[config.mk]
export PLATFORM = sky130hd
export DESIGN_NAME = cnn_layer_sequencer
export DESIGN_NICKNAME = d
export VERILOG_FILES = /design/src/rtl/cnn_layer_sequencer_pkg.sv /design/src/rtl/cnn_desc_regfile.sv /design/src/rtl/cnn_layer_sequencer.sv
export SDC_FILE = /design/constraint.sdc
export NUM_CORES = 2
export LEC_CHECK = 0
export CORE_MARGIN = 5
export CORE_UTILIZATION = 60
export CTS_BUF_LIST = sky130_fd_sc_hd__clkbuf_8
export DETAILED_ROUTE_END_ITERATION = 6
export DONT_BUFFER_PORTS = 1
export PLACE_DENSITY = 0.76
export SLEW_MARGIN = 20
export SYNTH_ARGS = -nofsm -noshare
export SYNTH_HDL_FRONTEND = slang
export SYNTH_SLANG_ARGS = --single-unit
[constraint.sdc]
create_clock -name clk -period 2.4 [get_ports clk]
set_input_delay 0.48 -clock clk [delete_from_list [all_inputs] [get_ports clk]]
set_output_delay 0.48 -clock clk [all_outputs]
set_load 0.01 [all_outputs]
[src/rtl/cnn_layer_sequencer_pkg.sv]
// Shared constants for the multi-layer CNN job sequencer: descriptor field codes,
// FSM state encodings and sticky error bit positions.
package cnn_layer_sequencer_pkg;

  localparam int unsigned NumFields = 7;

  localparam logic [2:0] FldInsA        = 3'd0;
  localparam logic [2:0] FldInsB        = 3'd1;
  localparam logic [2:0] FldRAddr       = 3'd2;
  localparam logic [2:0] FldWAddr       = 3'd3;
  localparam logic [2:0] FldWeightAddr  = 3'd4;
  localparam logic [2:0] FldDataLimit   = 3'd5;
  localparam logic [2:0] FldWeightLimit = 3'd6;

  localparam logic [2:0] StIdle  = 3'd0;
  localparam logic [2:0] StLoad  = 3'd1;
  localparam logic [2:0] StCrst  = 3'd2;
  localparam logic [2:0] StStart = 3'd3;
  localparam logic [2:0] StRun   = 3'd4;
  localparam logic [2:0] StNext  = 3'd5;
  localparam logic [2:0] StDone  = 3'd6;
  localparam logic [2:0] StAbort = 3'd7;

  localparam int unsigned ErrTmo   = 0;
  localparam int unsigned ErrAbort = 1;

endpackage

[src/rtl/cnn_desc_regfile.sv]
// Layer descriptor storage: NUM_LAYERS slots of seven DW-bit fields, one write port
// and a registered whole-slot read.
module cnn_desc_regfile
  import cnn_layer_sequencer_pkg::*;
#(
  parameter int unsigned NUM_LAYERS = 8,
  parameter int unsigned LIDX_W     = $clog2(NUM_LAYERS),
  parameter int unsigned DW         = 32
) (
  input  logic                          clk,
  input  logic                          rstn,
  input  logic                          wr_en,
  input  logic [LIDX_W-1:0]             wr_layer,
  input  logic [2:0]                    wr_field,
  input  logic [DW-1:0]                 wr_data,
  input  logic                          rd_en,
  input  logic [LIDX_W-1:0]             rd_layer,
  output logic [NumFields-1:0][DW-1:0]  rd_data
);

  logic [NumFields-1:0][DW-1:0] mem_q [NUM_LAYERS];

  // Field code 7 has no storage behind it and is silently dropped.
  always_ff @(posedge clk or negedge rstn) begin
    if (!rstn) begin
      for (int i = 0; i < NUM_LAYERS; i++) mem_q[i] <= '0;
    end else if (wr_en && (wr_field != 3'd7)) begin
      mem_q[wr_layer][wr_field] <= wr_data;
    end
  end

  always_ff @(posedge clk or negedge rstn) begin
    if (!rstn) begin
      rd_data <= '0;
    end else if (rd_en) begin
      rd_data <= mem_q[rd_layer];
    end
  end

endmodule

[src/rtl/cnn_layer_sequencer.sv]
// Runs up to NUM_LAYERS stored layer descriptors back-to-back on the CNN core, with
// per-layer soft reset, abort, timeout, total-cycle counter and completion interrupt.
module cnn_layer_sequencer
  import cnn_layer_sequencer_pkg::*;
#(
  parameter int unsigned NUM_LAYERS = 8,
  parameter int unsigned LIDX_W     = $clog2(NUM_LAYERS),
  parameter int unsigned DW         = 32,
  parameter int unsigned RST_CYC    = 2,
  parameter int unsigned TMO_W      = 24,
  parameter int unsigned CNT_W      = 32
) (
  input  logic              clk,
  input  logic              rstn,
  input  logic [31:0]       cpu_start,
  input  logic [LIDX_W:0]   cpu_layer_cnt,
  input  logic [TMO_W-1:0]  cpu_timeout,
  input  logic              cfg_wr_en,
  input  logic [LIDX_W-1:0] cfg_wr_layer,
  input  logic [2:0]        cfg_wr_field,
  input  logic [DW-1:0]     cfg_wr_data,
  output logic              core_rstn,
  output logic              core_start,
  output logic [DW-1:0]     core_ins_a,
  output logic [DW-1:0]     core_ins_b,
  output logic [DW-1:0]     core_r_addr,
  output logic [DW-1:0]     core_w_addr,
  output logic [DW-1:0]     core_weight_addr,
  output logic [DW-1:0]     core_data_limit,
  output logic [DW-1:0]     core_weight_limit,
  input  logic              core_over,
  output logic              seq_busy,
  output logic              seq_done,
  output logic [1:0]        seq_err,
  output logic [LIDX_W-1:0] cur_layer,
  output logic [CNT_W-1:0]  cycle_cnt,
  output logic              irq
);

  localparam int unsigned    RcW    = (RST_CYC > 1) ? $clog2(RST_CYC) : 1;
  localparam logic [RcW-1:0] RcLast = RcW'(RST_CYC - 1);
  localparam logic [LIDX_W:0] MaxCnt = (LIDX_W + 1)'(NUM_LAYERS);

  logic [2:0]              state_q, state_d;
  logic                    start_q, start_prev_q, abort_q;
  logic [1:0]              rst_sync_q;
  logic [LIDX_W-1:0]       cur_layer_q, cur_layer_d;
  logic [LIDX_W:0]         cnt_q, cnt_d;
  logic [RcW-1:0]          rcnt_q, rcnt_d;
  logic [TMO_W-1:0]        tmo_q, tmo_d;
  logic [CNT_W-1:0]        cyc_q, cyc_d;
  logic                    seq_done_q, seq_done_d;
  logic [1:0]              seq_err_q, seq_err_d;
  logic                    start_edge, last_layer, go_abort, go_tmo;
  logic [NumFields-1:0][DW-1:0] desc_q;
  logic                    unused_start;

  assign unused_start = ^cpu_start[31:2];

  function automatic logic [LIDX_W:0] clamp_cnt(input logic [LIDX_W:0] c);
    if (c == '0) return (LIDX_W + 1)'(1);
    if (c > MaxCnt) return MaxCnt;
    return c;
  endfunction

  assign start_edge = start_q & ~start_prev_q;
  assign last_layer = ({1'b0, cur_layer_q} == (cnt_q - (LIDX_W + 1)'(1)));

  always_comb begin
    state_d     = state_q;
    cur_layer_d = cur_layer_q;
    cnt_d       = cnt_q;
    rcnt_d      = rcnt_q;
    tmo_d       = tmo_q;
    cyc_d       = cyc_q;
    seq_done_d  = seq_done_q;
    seq_err_d   = seq_err_q;
    go_abort    = 1'b0;
    go_tmo      = 1'b0;

    // DONE/ABORT are not counted: the value reports cycles up to the terminal state.
    if ((state_q inside {StLoad, StCrst, StStart, StRun, StNext}) && (cyc_q != '1)) begin
      cyc_d = cyc_q + CNT_W'(1);
    end

    case (state_q)
      StIdle: begin
        if (start_edge) begin
          seq_done_d  = 1'b0;
          seq_err_d   = '0;
          cyc_d       = '0;
          cur_layer_d = '0;
          cnt_d       = clamp_cnt(cpu_layer_cnt);
          state_d     = StLoad;
        end
      end
      StLoad: begin
        if (abort_q) begin
          go_abort = 1'b1;
        end else begin
          rcnt_d  = '0;
          state_d = StCrst;
        end
      end
      StCrst: begin
        if (abort_q) begin
          go_abort = 1'b1;
        end else if (rcnt_q == RcLast) begin
          state_d = StStart;
        end else begin
          rcnt_d = rcnt_q + RcW'(1);
        end
      end
      StStart: begin
        if (abort_q) begin
          go_abort = 1'b1;
        end else begin
          tmo_d   = '0;
          state_d = StRun;
        end
      end
      StRun: begin
        if (core_over) begin
          if (last_layer) begin
            seq_done_d = 1'b1;
            state_d    = StDone;
          end else begin
            state_d = StNext;
          end
        end else if (abort_q) begin
          go_abort = 1'b1;
        end else if ((cpu_timeout != '0) && (tmo_q == cpu_timeout)) begin
          go_tmo = 1'b1;
        end else if (tmo_q != '1) begin
          tmo_d = tmo_q + TMO_W'(1);
        end
      end
      StNext: begin
        cur_layer_d = cur_layer_q + LIDX_W'(1);
        state_d     = StLoad;
      end
      StDone: begin
        state_d = StIdle;
      end
      StAbort: begin
        if (rcnt_q == RcLast) begin
          state_d = StIdle;
        end else begin
          rcnt_d = rcnt_q + RcW'(1);
        end
      end
      default: state_d = StIdle;
    endcase

    if (go_abort) seq_err_d[ErrAbort] = 1'b1;
    if (go_tmo)   seq_err_d[ErrTmo]   = 1'b1;
    if (go_abort || go_tmo) begin
      rcnt_d  = '0;
      state_d = StAbort;
    end
  end

  always_ff @(posedge clk or negedge rstn) begin
    if (!rstn) begin
      state_q      <= StIdle;
      start_q      <= 1'b0;
      start_prev_q <= 1'b0;
      abort_q      <= 1'b0;
      rst_sync_q   <= '0;
      cur_layer_q  <= '0;
      cnt_q        <= '0;
      rcnt_q       <= '0;
      tmo_q        <= '0;
      cyc_q        <= '0;
      seq_done_q   <= 1'b0;
      seq_err_q    <= '0;
    end else begin
      state_q      <= state_d;
      start_q      <= cpu_start[0];
      start_prev_q <= start_q;
      abort_q      <= cpu_start[1];
      rst_sync_q   <= {rst_sync_q[0], 1'b1};
      cur_layer_q  <= cur_layer_d;
      cnt_q        <= cnt_d;
      rcnt_q       <= rcnt_d;
      tmo_q        <= tmo_d;
      cyc_q        <= cyc_d;
      seq_done_q   <= seq_done_d;
      seq_err_q    <= seq_err_d;
    end
  end

  cnn_desc_regfile #(
    .NUM_LAYERS (NUM_LAYERS),
    .LIDX_W     (LIDX_W),
    .DW         (DW)
  ) u_desc_regfile (
    .clk      (clk),
    .rstn     (rstn),
    .wr_en    (cfg_wr_en && (state_q == StIdle)),
    .wr_layer (cfg_wr_layer),
    .wr_field (cfg_wr_field),
    .wr_data  (cfg_wr_data),
    .rd_en    (state_q == StLoad),
    .rd_layer (cur_layer_q),
    .rd_data  (desc_q)
  );

  assign core_ins_a        = desc_q[FldInsA];
  assign core_ins_b        = desc_q[FldInsB];
  assign core_r_addr       = desc_q[FldRAddr];
  assign core_w_addr       = desc_q[FldWAddr];
  assign core_weight_addr  = desc_q[FldWeightAddr];
  assign core_data_limit   = desc_q[FldDataLimit];
  assign core_weight_limit = desc_q[FldWeightLimit];

  assign core_rstn  = rst_sync_q[1] & ~((state_q == StCrst) || (state_q == StAbort));
  assign core_start = (state_q == StStart);
  assign irq        = (state_q == StDone) || ((state_q == StAbort) && (rcnt_q == '0));
  assign seq_busy   = (state_q != StIdle);
  assign seq_done   = seq_done_q;
  assign seq_err    = seq_err_q;
  assign cur_layer  = cur_layer_q;
  assign cycle_cnt  = cyc_q;

endmodule

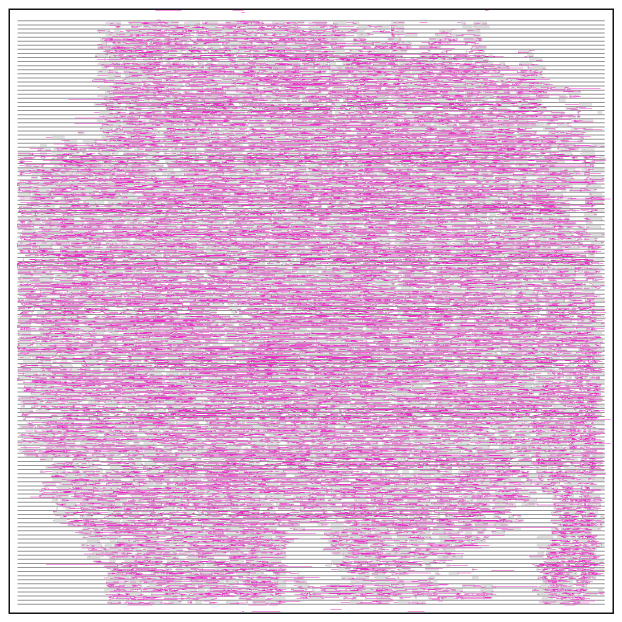
**Above:** met1 routing.
(1.5 px per um) Supply wires on this layer in gray. Cells faint in the background.
The wires run mostly horizontal. The layer carries 108 mm of wire. 6,409 nets have wire on it.
met1 usage: 42.6%
routed via count: 56,853
total wire length: 266 mm

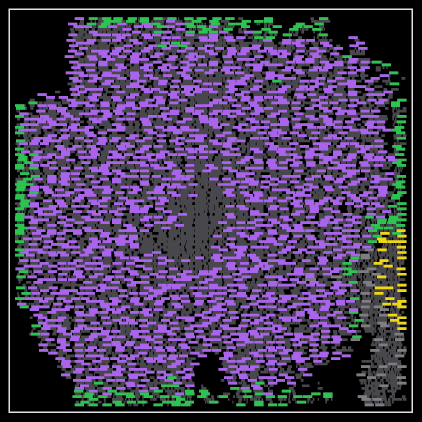
**Above:** register map, names as in the netlist.
(1 px per um) Other sequential cells in the stronger gray, the rest of the logic in the fainter gray.
Key: purple = `u_desc_regfile.mem_q` [placed flops 1,792, where widely spread]; green = `u_desc_regfile.rd_data` [placed flops 224, where widely spread]; yellow = `cycle_cnt` [placed flops 32]
Another 43 sequential cells are not colored.

==> flow_metrics.py <==
# Physical implementation metrics
metrics = {
    "cells_and_area": {
        "final_util_pct": 73.5,
        "inverters": 15,
        "seq_share_pct": 46.8,
        "largest_reg_flops": 1792,
        "clkbuf_count": 442,
        "final_cell_mix": "dfrtp_1, mux2_2, mux4_2",
        "clock_area_share_pct": 6.17,
        "n_sequential_cell": 2091,
        "final_nets": 6666,
        "drive_gt1_share_pct": 51.4,
        "largestClassByArea": "sequential cells",
        "ff_latch_area_mm2": 0.0523,
        "layout.nonclk_buf_share_pct": 9.44,
        "n_fill_cell": 8919,
        "buffers_excl_clock": 723,
        "diodes": 2,
        "multi_input_comb_cells": 3379,
        "comb_share_pct": 35.3,
        "final_area_mm2": 0.112,
        "syn2layout_area_growth_pct": 21.6,
        "mostFrequentLayoutCell": "dfrtp_1",
        "stdcell_count": 8839,
    },
    "synthesis": {
        "adder_share_pct": 0.0544,
        "ys_sh_xor_pct": 0.485,
        "fp_nets": 6161,
        "synth_top_area_share_pct": 56.9,
        "top_cells_by_area": "dfrtp_1, mux2_2, mux4_2",
        "synthDistinctLibCells": 63,
        "synth_top_cell_by_count": "dfrtp_1",
        "ys_cells": 6055,
        "yosys_warnings": 0,
        "synth.yosys.seq_area_share_pct": 56.9,
        "synthAoiAreaFrac_pct": 1.93,
        "syn_inst": 6055,
        "synth-async-reset-ratio_pct": 100,
        "synthesis.area_per_instance_um2": 15.2,
        "ys_ff": 2091,
        "synth-simple-area-share_pct": 2.69,
        "yosys_area_mm2": 0.0920,
        "common_cells": "dfrtp_1, mux2_2, mux4_2",
        "syn_area_mm2": 0.0920,
    },
    "clock_network": {
        "insertion_delay_ps": 1070,
        "cts_made_buffers": 350,
        "root_buffer": "clkbuf_8",
        "clock-sinks": 2091,
        "cts_htree_levels": 5,
        "post_cts_buffers": 36,
        "cts_tree": "yes",
        "cts.clk_slew.worst_paths_ps": 60,
        "cts_hold_buf": 79,
    },
    "pwr": {
        "clk-power_uw": 31300,
        "p_seq_share_pct": 46.0,
        "p_comb_share_pct": 21.2,
        "p_int_uw": 67100,
        "ir_drop_uv": 1040,
        "power.switching_uw": 28700,
        "swShare_pct": 29.9,
        "comb_power_uw": 20300,
        "power_leakage_uw": 0.0523,
        "pg_seq_uw": 44100,
        "power-top-group": "registers",
        "power_frac_clock_pct": 32.7,
        "pwr_density_cell_mw_per_mm2": 856,
        "power.total_uw": 95800,
    },
    "detailed_routing": {
        "wl_per_cell_um": 30.1,
        "dr_wl_met3_mm": 20.3,
        "ant_nets": 0,
        "drc": 0,
        "wl_met1_mm": 108,
        "top_layer_used": "met4",
        "met2WireLength_mm": 125,
    },
    "grt": {
        "grt-ovfl-total": 0,
        "busiest_layer": "met2",
        "grt_use_total_pct": 30.3,
        "grt_pass1_vias": 59051,
        "grt_pass1_wl_mm": 373,
        "grt_max_degree": 114,
        "use_met3_pct": 5.95,
        "grt.met2_usage_pct": 47.6,
    },
    "die": {
        "design.core.area_mm2": 0.152,
        "taps": 2030,
        "rows": 143,
        "die_area_mm2": 0.161,
    },
    "worst_setup_path": {
        "path_max_fanout": 7,
        "path_cells": "buf_4, nor3_4, buf_6, buf_8, nand4_1, or3_4, nor2_4, buf_4, mux2_2",
        "rr_worst_depth": 9,
        "arrival_ps": 3520,
        "slowest_stage": "or3_4",
        "crit_path_end_kind": "flip-flop",
        "crit_required_ps": 3300,
        "crit_type": "reg -> reg",
        "cp_slowest_stage_delay_ps": 480,
        "cp_common_cell": "buf_4",
        "cp-start-kind": "flip-flop",
        "r2r_end": "u_desc_regfile.mem_q[1205]",
        "r2r_setup_slack_ps": -220,
        "r2r_start": "state_q[2]",
    },
    "sta": {
        "fin_crit_sh_pct": 109,
        "fin_crit_ps": 2620,
        "hold_ws_ps": 120,
        "fin_ws_ps": -220,
        "hold_viol_final": 0,
        "finalSetupViolations": 1415,
        "finalSetupTns_ps": -127480,
        "worst_slew_pin_slew_ps": 874,
        "rsz0062_at_grt": "yes",
    },
    "placement": {
        "dp.cells": 7986,
        "dp_hpwl_mm": 148,
        "postPlaceCellArea_mm2": 0.0985,
        "pre_cts_ws_ps": -238,
        "gp_congestion": 0.846,
    },
    "status": {
        "failed_checks": "setup timing",
        "status": "finished, violations left",
    },
    "flow_run": {
        "warning_count": 62,
    },
    "hold_path": {
        "min-delay-start": "cfg_wr_layer[1]",
        "hold_path.class": "in -> reg",
    },
}
Power and IR drop assume default switching activity.
